<file path="config.mk">
export PLATFORM = sky130hd
export DESIGN_NAME = y_sd_recoder
export DESIGN_NICKNAME = d
export VERILOG_FILES = /design/src/rtl/y_sd_recoder.sv
export SDC_FILE = /design/constraint.sdc
export NUM_CORES = 1
export LEC_CHECK = 0
export CAP_MARGIN = 20
export CORE_MARGIN = 3
export CORE_UTILIZATION = 59
export CTS_CLUSTER_DIAMETER = 40
export DETAILED_ROUTE_END_ITERATION = 7
export DONT_BUFFER_PORTS = 1
export GPL_TIMING_DRIVEN = 0
export PLACE_DENSITY = 0.75
export SLEW_MARGIN = 0
export SYNTH_ARGS = -nofsm -noshare
export SYNTH_HDL_FRONTEND = slang
export SYNTH_SLANG_ARGS = --single-unit
</file>
<file path="constraint.sdc">
create_clock -name clk -period 3.6 [get_ports clk]
set_clock_uncertainty 0.15 [all_clocks]
set_input_delay 0.72 -clock clk [delete_from_list [all_inputs] [get_ports clk]]
set_output_delay 0.72 -clock clk [all_outputs]
set_load 0.05 [all_outputs]
</file>
<file path="src/rtl/y_sd_recoder.sv">
// Recodes a BCD multiplier operand into signed digits -5..+5 (one-hot magnitude plus sign),
// emitting NDIG+1 digits least-significant first under valid/ready handshakes.
//
// state | meaning
// IDLE  | waiting for an operand, in_ready high
// EMIT  | presenting digit dig_idx, advancing on out_ready
module y_sd_recoder #(
  parameter int NDIG = 4
) (
  input  logic              clk,
  input  logic              rst_n,
  input  logic [4*NDIG-1:0] y_bcd,
  input  logic              in_valid,
  output logic              in_ready,
  output logic [5:1]        yi,
  output logic              ysi,
  output logic [4:0]        dig_idx,
  output logic              out_valid,
  input  logic              out_ready,
  output logic              out_last,
  output logic              bcd_err
);

  typedef enum logic {IDLE, EMIT} state_t;

  localparam logic [4:0] LAST_IDX = 5'(NDIG);

  state_t            state, state_nxt;
  logic [4*NDIG-1:0] y_sh;
  logic              carry;
  logic [4:0]        idx_nxt;
  logic [6:0]        rec;
  logic              any_bad;
  logic              capture, advance, done;

  // Returns {t_out, negative, one-hot magnitude[5:1]}; non-BCD digits act as 0 with no transfer.
  function automatic logic [6:0] recode(input logic [3:0] y, input logic tin);
    logic [3:0] ye;
    logic [3:0] mag;
    logic       tout;
    logic       neg;
    logic [4:0] oh;
    ye   = (y > 4'd9) ? 4'd0 : y;
    tout = (ye >= 4'd5);
    if (tout) mag = 4'd10 - ye - {3'b000, tin};
    else      mag = ye + {3'b000, tin};
    neg = tout && (mag != 4'd0);
    for (int m = 1; m <= 5; m++) oh[m-1] = (mag == 4'(m));
    return {tout, neg, oh};
  endfunction

  always_comb begin
    capture = (state == IDLE) && in_valid;
    advance = (state == EMIT) && out_ready && !out_last;
    done    = (state == EMIT) && out_ready && out_last;
    idx_nxt = dig_idx + 5'd1;
    any_bad = 1'b0;
    for (int k = 0; k < NDIG; k++) begin
      if (y_bcd[4*k +: 4] > 4'd9) any_bad = 1'b1;
    end
    if (state == IDLE)            rec = recode(y_bcd[3:0], 1'b0);
    else if (idx_nxt == LAST_IDX) rec = recode(4'd0, carry);
    else                          rec = recode(y_sh[3:0], carry);
  end

  always_comb begin
    state_nxt = state;
    case (state)
      IDLE: if (in_valid) state_nxt = EMIT;
      EMIT: if (done)     state_nxt = IDLE;
      default:            state_nxt = IDLE;
    endcase
  end

  assign in_ready = (state == IDLE);

  always_ff @(posedge clk or negedge rst_n) begin
    if (!rst_n) state <= IDLE;
    else        state <= state_nxt;
  end

  // The operand is shifted down so the next digit to recode always sits in the low nibble.
  always_ff @(posedge clk or negedge rst_n) begin
    if (!rst_n) begin
      y_sh      <= '0;
      carry     <= 1'b0;
      yi        <= '0;
      ysi       <= 1'b0;
      dig_idx   <= '0;
      out_valid <= 1'b0;
      out_last  <= 1'b0;
      bcd_err   <= 1'b0;
    end else if (capture) begin
      y_sh      <= y_bcd >> 4;
      carry     <= rec[6];
      yi        <= rec[4:0];
      ysi       <= rec[5];
      dig_idx   <= '0;
      out_valid <= 1'b1;
      out_last  <= 1'b0;
      bcd_err   <= any_bad;
    end else if (advance) begin
      y_sh      <= y_sh >> 4;
      carry     <= rec[6];
      yi        <= rec[4:0];
      ysi       <= rec[5];
      dig_idx   <= idx_nxt;
      out_last  <= (idx_nxt == LAST_IDX);
    end else if (done) begin
      carry     <= 1'b0;
      yi        <= '0;
      ysi       <= 1'b0;
      dig_idx   <= '0;
      out_valid <= 1'b0;
      out_last  <= 1'b0;
      bcd_err   <= 1'b0;
    end
  end

endmodule

</file>
### Wiring by layer, run 1

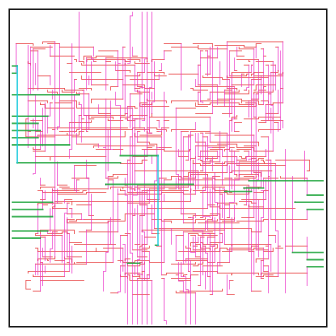
layer	colour	wire length
M2	magenta	1900 um
M3	green	171 um
M4	cyan	35.4 um
M1	red	1630 um

### Pin placement, run 1

Pins as bars across the die edge, other pins in grey.
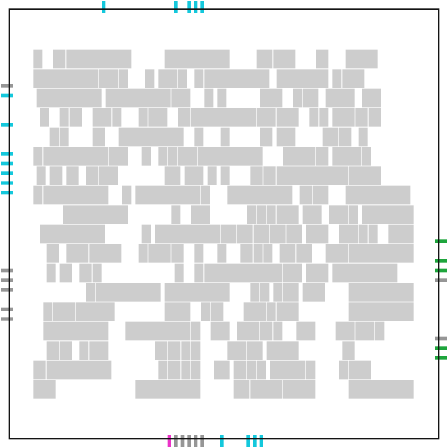
port	colour	pins	direction	edge
y_bcd	cyan	16	input	7 west, 5 north, 4 south
yi	green	5	output	east
out_last	magenta	1	output	south

### Placed standard cells, run 1

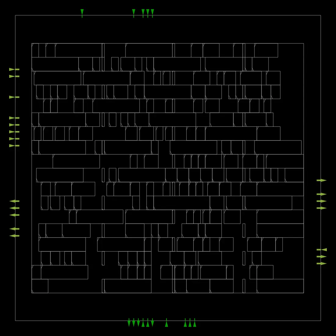
flip-flop and latch share of the layout cell area: 38.2%
filler cell count in the final layout: 211
Layout Utilization: 70.3%
Cell Count, Final, Fillers Out: 231
tapcell count: 30

### Clock distribution, run 1

Bar = 20 um.
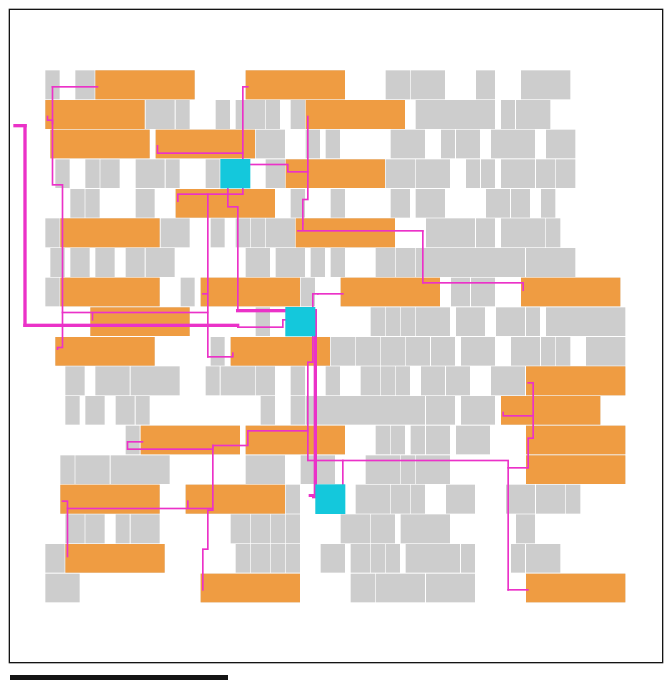
[clock-net drivers] cyan | count: 3
[flip-flops] orange | count: 28
[clock wires] magenta | length: 338 um
routed clock nets	4
flops lie	all over the die
clock group total power: 212 uW
clock network latency to the later pin of the worst-skew pair: 340 ps

==> flow_metrics.env, run 1 <==
# source this file to load flow results
export IMPL_h_tree_depth=1
export IMPL_cts_tree="built"
export IMPL_post_synth_top_area_fraction_pct=40.8
export IMPL_drt_via_density=6.20
export IMPL_critical_path_depth=11
export IMPL_fin_setup_tns_ps=0
export IMPL_worst_slew_pin_transition_ps=701
export IMPL_ys_flops=28
export IMPL_lay_top_count="sky130_fd_sc_hd__nand2_1"
export IMPL_final_period_minus_worst_setup_slack_ps=2710
export IMPL_place_hpwl_mm=2.83
export IMPL_edf_count=0
export IMPL_synth_mux_area_fraction_pct=0.584
export IMPL_synthesis_area_per_instance_um2=8.80
export IMPL_synth_top_cell_by_area="sky130_fd_sc_hd__dfrtp_1"
export IMPL_floorplan_core_util_pct=65.7
export IMPL_count_of_cells_resized_by_post_cts_repair=0
export IMPL_synth_top_flop_cell="sky130_fd_sc_hd__dfrtp_1"
export IMPL_log_warning_count=29
export IMPL_mi_logic_area_um2=950
export IMPL_timing_critical_path_from_type="register"
export IMPL_power_density_mw_per_mm2=838
export IMPL_cp_cell_sequence="buf_4 > o21ai_0 > nand2_1 > ha_1 > and2_1 > fa_1 > nor4b_1 > a31o_1 > a21oi_1 > and4_1 > o221ai_1"
export IMPL_core_mm2=0.00261
export IMPL_flop_area_um2=701
export IMPL_xor_share_pct=1.02
export IMPL_report_power_total_uw=1540
export IMPL_die_height_um=59.9
export IMPL_chip_area_mm2=0.00359
export IMPL_cell_count_after_synthesis=195
export IMPL_synth_adder_area_share_pct=5.54
export IMPL_tritoncts_num_buffers=3
export IMPL_status="finished, final reports clean"
export IMPL_drt_wl_total_mm=3.74
export IMPL_cellLeakagePower_uw=0.000852
export IMPL_diodes=0
export IMPL_synth_distinct_cells=46
export IMPL_rsz0062_at_grt="false"
export IMPL_post_synth_instance_area_mm2=0.00172
export IMPL_critical_path_max_stage_delay_ps=400
export IMPL_critPathBufInv=1
export IMPL_cp_required_ps=3720
export IMPL_setup_buffers_after_cts=0
export IMPL_maximum_number_of_pins_on_one_net_before_global_route_repair=29
export IMPL_finish_net_count=229
export IMPL_topCombFamilyByArea="simple AND/OR/NAND/NOR gates"
export IMPL_yosysWarnings=0
export IMPL_max_slew_margin_pct=53.2
export IMPL_first_pass_grt_wire_length_mm=6.46
export IMPL_path_max_fanout=10
export IMPL_worst_setup_hold_path_clk_slew_ps=160
export IMPL_die_width_um=59.9
export IMPL_compound_area_share_pct=19.2
export IMPL_ant_nets=0
export IMPL_grt_overflow_total=0
export IMPL_number_of_buffers_added_on_ports=0
export IMPL_crit_arrival_ps=2830
export IMPL_drt_pass1_iter_count=4
export IMPL_holdBufCountCts=1
export IMPL_synth_stat_cells=195
export IMPL_timing_final_setup_violations=0
export IMPL_critPathTopFamily="simple AND/OR/NAND/NOR gates"
export IMPL_crit_type="reg2reg"
export IMPL_numClockSinks=28
export IMPL_cts_path_max_buffers=2
export IMPL_period_used_pct=75.3
export IMPL_antenna_found_initial=0
export IMPL_io_pin_count=35
export IMPL_hold_viol_final=0
export IMPL_yosysChipArea_mm2=0.00172
export IMPL_post_drt_wl_per_cell_um=16.2
export IMPL_worstRegToRegCells=11
export IMPL_drive_above_1_share_pct=7.46
export IMPL_groute_usage_overall_pct=23.9
export IMPL_gp_routability_congestion=0.839
export IMPL_worst_hold_slack_ps=318
export IMPL_achievable_frequency_ghz=0.369
export IMPL_ys_seq_share_pct=40.8
export IMPL_row_count=18
export IMPL_route_detailed_drc=0
export IMPL_syn_num_nets=222
[run 1: registers in the layout, indices dropped and copies added, names as in the netlist]
register / flops
carry: 1
y_sh: 12
dig_idx: 5
ysi: 1
bcd_err: 1
yi: 5
state: 1
out_valid: 1
out_last: 1
[run 1: final cells by class]
type / count / share of cell area, %
Buffer: 8 / 1.91
Sequential cell: 28 / 38.2
Timing Repair Buffer: 2 / 1.64
Multi-Input combinational cell: 151 / 51.7
Tap cell: 30 / 2.04
Clock buffer: 3 / 1.23
Inverter: 8 / 1.64
Clock inverter: 1 / 1.64
[run 1: through the flow]
stage / setup slack [ps] / instances / area (um2)
final: 889 / 231 / 1840
after global routing: 600 / 231 / 1840
after CTS: 869 / 230 / 1830
after detailed placement: 718 / 225 / 1750
after global placement: 757 / 225 / 1750
after floorplan: 919 / 195 / 1720
[run 1: Yosys cell counts, types with 5 or more instances]
cell type	number
sky130_fd_sc_hd__a22oi_1	8
sky130_fd_sc_hd__a21oi_1	6
sky130_fd_sc_hd__inv_1	7
sky130_fd_sc_hd__ha_1	6
sky130_fd_sc_hd__clkbuf_1	6
sky130_fd_sc_hd__nor2b_1	5
sky130_fd_sc_hd__nor2_1	8
sky130_fd_sc_hd__nand3b_1	5
sky130_fd_sc_hd__nand3_1	7
sky130_fd_sc_hd__nand2_1	46
sky130_fd_sc_hd__dfrtp_1	28
sky130_fd_sc_hd__o21ai_0	11
[run 1: cell families (layout without fill, tap and decap cells)]
| kind of cell | Yosys count | after routing |
|---|---|---|
| AND/OR/NAND/NOR | 95 | 95 |
| AND-OR/OR-AND | 46 | 46 |
| flip-flops | 28 | 28 |
| buffers and inverters | 16 | 22 |
| adder cells (fa/ha/maj) | 7 | 7 |
| XOR/XNOR | 2 | 2 |
| multiplexers | 1 | 1 |
[run 1: routing by layer]
| layer | track usage (%) | up-vias | wire length, um |
|---|---|---|---|
| li1 | - | 713 | - |
| met1 | 29.7 | 683 | 1630 |
| met2 | 41.5 | 33 | 1900 |
| met3 | 5.40 | 4 | 171 |
| met4 | 6.65 | 0 | 35 |
| met5 | 0 | - | 0 |
[run 1: where the power goes]
| part | switching (uW) | total (uW) | internal [uW] |
|---|---|---|---|
| Sequential | 324 | 750 | 425 |
| Clock | 99.4 | 212 | 113 |
| Combinational | 339 | 577 | 237 |
[run 1: path summary, 6_finish.rpt]
check	from	to	slack, ps
worst max register to register	y_sh[2]	ysi	890
max in group asynchronous	rst_n	y_sh[7]	2510
min in group asynchronous	rst_n	yi[1]	640
worst min-delay path	y_bcd[13]	y_sh[9]	320
worst max-delay path	y_sh[2]	ysi	890
worst min register to register	y_sh[6]	y_sh[6]	350
### Cell classes on the final placement, run 1

Fill, decap, tap and diode cells in grey.
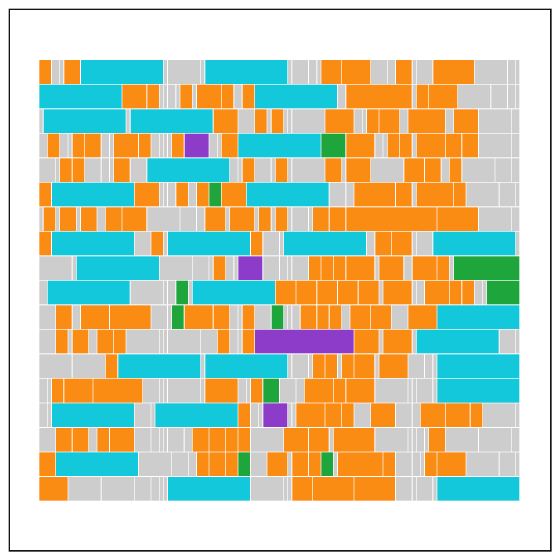

==> run 2: changes to the inputs <==
==> constraint.sdc (replaced) <==
create_clock -name clk -period 2.7 [get_ports clk]
set_clock_uncertainty 0.15 [all_clocks]
set_input_delay 0.54 -clock clk [delete_from_list [all_inputs] [get_ports clk]]
set_output_delay 0.54 -clock clk [all_outputs]
set_load 0.05 [all_outputs]
### Cell classes on the final placement, run 2

Fill, decap, tap and diode cells in grey.
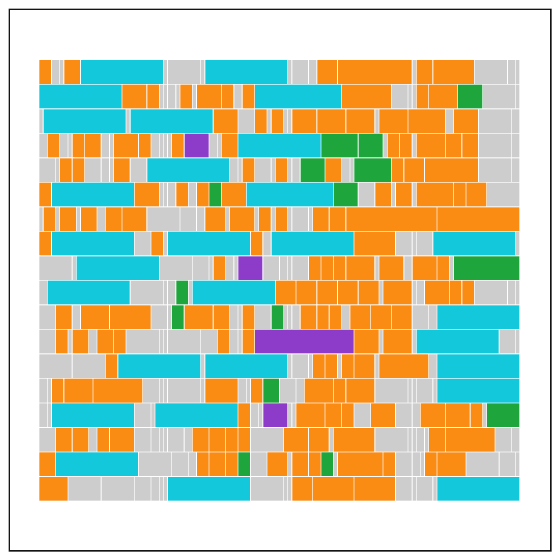
class	colour	cells	share of their area
remaining logic cells	orange	159	54%
clock drivers and dummy loads	purple	4	2.8%
remaining buffers and delay cells	green	15	5.8%
registers	cyan	28	37%

==> run 2 against run 1 <==
Register-to-register slack worse by 830 ps. Worst setup slack worse by 830 ps. Sequential share of layout area is 1.8 points lower. Die size stayed put. Total power is 42% higher. Cell count is 2.2% higher. Non-clock buffer count is 5 higher. First-iteration DRC count is 18% higher. Count of clock-buffer cells in the layout stayed put. Fmax is 2.5% higher. Critical endpoint is now yi[5]. Largest cell class unchanged. Highest routed layer unchanged.
==> flow_metrics.env, run 2 <==
# source this file to load flow results
export IMPL_status="finished, final reports clean"
export IMPL_synth_top_cell_by_area="sky130_fd_sc_hd__dfrtp_1"
export IMPL_io_pin_count=35
export IMPL_ys_seq_share_pct=40.8
export IMPL_cell_count_after_synthesis=195
export IMPL_flop_area_um2=703
export IMPL_min_delay_path_class="in2reg"
export IMPL_final_period_minus_worst_setup_slack_ps=2640
export IMPL_cts_root_buffer_cell="sky130_fd_sc_hd__clkbuf_4"
export IMPL_worst_slack_ps=56.2
export IMPL_top_register="y_sh"
export IMPL_cp_common_cell="sky130_fd_sc_hd__buf_6"
export IMPL_power_density_mw_per_mm2=1130
export IMPL_top_cells_by_area="sky130_fd_sc_hd__dfrtp_1 (41%), sky130_fd_sc_hd__nand2_1 (10%), sky130_fd_sc_hd__ha_1 (4.4%)"
export IMPL_synth_stat_cells=195
export IMPL_post_synth_instance_area_mm2=0.00172
export IMPL_layout_top_cells="sky130_fd_sc_hd__nand2_1 (45), sky130_fd_sc_hd__dfrtp_1 (26), sky130_fd_sc_hd__o21ai_0 (10)"
export IMPL_period_used_pct=97.9
export IMPL_worstReg2RegEnd="yi[5]"
export IMPL_max_slew_margin_pct=53.1
export IMPL_hold_viol_final=0
export IMPL_antenna_found_initial=0
export IMPL_place_hpwl_mm=2.83
export IMPL_largest_reg_flops=12
export IMPL_cp_cell_sequence="buf_6 > o21ai_4 > nand2_2 > ha_4 > and2_4 > fa_2 > a31o_1 > buf_6 > a2111oi_4 > nand3b_1 > o221ai_2"
export IMPL_peakVddDrop_uv=768
export IMPL_yosysWarnings=0
export IMPL_row_count=18
export IMPL_synthesis_area_per_instance_um2=8.80
export IMPL_yosysChipArea_mm2=0.00172
export IMPL_layout_top_registers="y_sh: 12 flops, dig_idx: 5 flops, yi: 5 flops"
export IMPL_worst_slew_pin_transition_ps=701
export IMPL_chip_area_mm2=0.00359
export IMPL_grt_overflow_total=0
export IMPL_numClockSinks=28
export IMPL_post_drt_wl_per_cell_um=16.8
export IMPL_critical_path_slowest_cell="sky130_fd_sc_hd__dfrtp_1"
export IMPL_worstRegToRegCells=11
export IMPL_synth_top_flop_cell="sky130_fd_sc_hd__dfrtp_1"
export IMPL_netlist_top_cells_count="sky130_fd_sc_hd__nand2_1 (46), sky130_fd_sc_hd__dfrtp_1 (28), sky130_fd_sc_hd__o21ai_0 (11)"
export IMPL_detail_route_iter0_violations=109
export IMPL_log_warning_count=30
export IMPL_num_vias=1476
export IMPL_dp_worst_setup_slack_ps=-1.90
export IMPL_cellLeakagePower_uw=0.000883
export IMPL_route_detailed_drc=0
export IMPL_drt_via_density=6.25
export IMPL_clock_network_latency_to_the_later_pin_of_the_worst_skew_pair_ps=340
export IMPL_yosys_cell_count_top_type="sky130_fd_sc_hd__nand2_1"
export IMPL_edf_count=0
export IMPL_asyncSetResetFlopFracSynth_pct=100
export IMPL_first_pass_grt_wire_length_mm=6.47
export IMPL_gp_routability_congestion=0.839
export IMPL_synth_distinct_cells=46
export IMPL_number_of_buffers_added_on_ports=0
export IMPL_drt_pass1_iter_count=4
export IMPL_lay_top_count="sky130_fd_sc_hd__nand2_1"
export IMPL_ff_to_ff_start="y_sh[2]"
export IMPL_ant_nets=0
export IMPL_achievable_frequency_ghz=0.378
export IMPL_tritoncts_num_buffers=3
export IMPL_post_synth_top_area_fraction_pct=40.8
export IMPL_drive_above_1_share_pct=14.6
export IMPL_rsz0062_at_grt="true"
export IMPL_critical_path_max_stage_delay_ps=420
export IMPL_whs_path_depth=2
export IMPL_cp_required_ps=2820
export IMPL_syn_num_nets=222
export IMPL_timing_hold_worst_endpoint="y_sh[11]"
export IMPL_cts_tree="built"
export IMPL_crit_type="reg2reg"
export IMPL_drv_slew=0
export IMPL_path_max_fanout=5
export IMPL_die_width_um=59.9
export IMPL_setup_reg_to_reg_worst_slack_ps=60
export IMPL_ys_flops=28
export IMPL_timing_critical_path_from_type="register"
export IMPL_diodes=0
export IMPL_die_height_um=59.9
export IMPL_cts_path_max_buffers=2
export IMPL_groute_usage_overall_pct=23.9
export IMPL_crit_arrival_ps=2760
export IMPL_maxCapViolations=0
export IMPL_via_count_of_the_first_global_routing_pass=1446
export IMPL_finish_net_count=234
export IMPL_worst_hold_startpoint="y_bcd[15]"
export IMPL_fillerInstances=193
export IMPL_core_mm2=0.00261
export IMPL_h_tree_depth=1
export IMPL_area_delta_synth_final_pct=12.7
export IMPL_maximum_number_of_pins_on_one_net_before_global_route_repair=29
export IMPL_mi_logic_area_um2=1000
export IMPL_worstSetupEndpointType="register"
export IMPL_final_util_pct=74.0
export IMPL_timing_final_setup_violations=0
export IMPL_floorplan_core_util_pct=65.7
export IMPL_drt_wl_total_mm=3.97
export IMPL_worst_setup_hold_path_clk_slew_ps=160
-- run 2: cell types whose count changed in the layout (fill, tap and decap cells not counted), moves of 2 or more --
cell	previous run	this run
sky130_fd_sc_hd__o221ai_2	0	2
sky130_fd_sc_hd__dfrtp_1	28	26
sky130_fd_sc_hd__dfrtp_2	0	2
sky130_fd_sc_hd__buf_6	0	2
sky130_fd_sc_hd__o221ai_1	3	1
sky130_fd_sc_hd__buf_4	1	4
-- run 2: per-stage QoR --
stage	std cells	hold slack [ps]	power [uW]	instance area [um2]	TNS (ps)
after floorplan	195	94.4	1590	1720	0
after global placement	225	95.0	1720	1750	0
after detailed placement	225	95.1	1760	1750	-1.90
after CTS	231	130	2070	1840	0
after global routing	236	112	2350	1930	-116
final	236	133	2190	1930	0
-- run 2: worst max-delay path by stage --
stage / start / end / slack [ps] / cells after the start
6_report: y_sh[2] / yi[5] / 60 / 11
5_1_grt: y_sh[2] / yi[5] / -50 / 11
4_1_cts: y_sh[2] / ysi / 30 / 11
3_5_place_dp: y_bcd[1] / yi[4] / -2 / 8
3_3_place_gp: y_bcd[1] / yi[4] / 40 / 8
2_1_floorplan: y_bcd[1] / yi[4] / 200 / 9
-- run 2: area by class of cell --
type | instances | area share (%)
clock buffer | 3 | 1.17
inverter | 8 | 1.55
tap | 30 | 1.94
multi-input combinational | 151 | 51.7
buffer | 8 | 2.01
sequential | 28 | 36.4
clock inverter | 1 | 1.55
timing repair buffer | 7 | 3.69
-- run 2: repair_timing --
item,in CTS,in global routing
pin swaps,4,6
setup buffers,0,5
resized,2,13
setup endpoints to repair,4,5
endpoints found under the hold margin,28,0
hold buffers,2,0
-- run 2: critical path: cells and delay by family (launching register included) --
kind	cells	cell delay, ps
fa+ha+maj	2	520
flops	1	420
compound gates	4	840
buf+inv	2	250
simple gates	3	390
-- run 2: metal layers --
layer	part of all wire [%]	GRT usage (%)	vias to the layer above
met1	41	29.4	702
met3	5.3	5.40	6
li1	-	-	718
met2	52	41.8	50
met4	1.2	6.65	0
met5	0	0	-
-- run 2: cell families (layout without fill, tap and decap cells) --
kind of cell             count (synthesis)  count (layout)  synth area share [%]
AND/OR/NAND/NOR                         95              95                  29.0
XOR/XNOR                                 2               2                  1.02
AND-OR/OR-AND                           46              46                  19.2
flip-flops                              28              28                  40.8
multiplexers                             1               1                 0.584
adder cells (fa/ha/maj)                  7               7                  5.54
buffers and inverters                   16              27                  3.79
-- run 2: power by group --
group          internal, uW  switching (uW)
clock network           150             135
registers               570             442
logic                   394             499
No activity file was given, so power comes from the tool's default toggle rates.
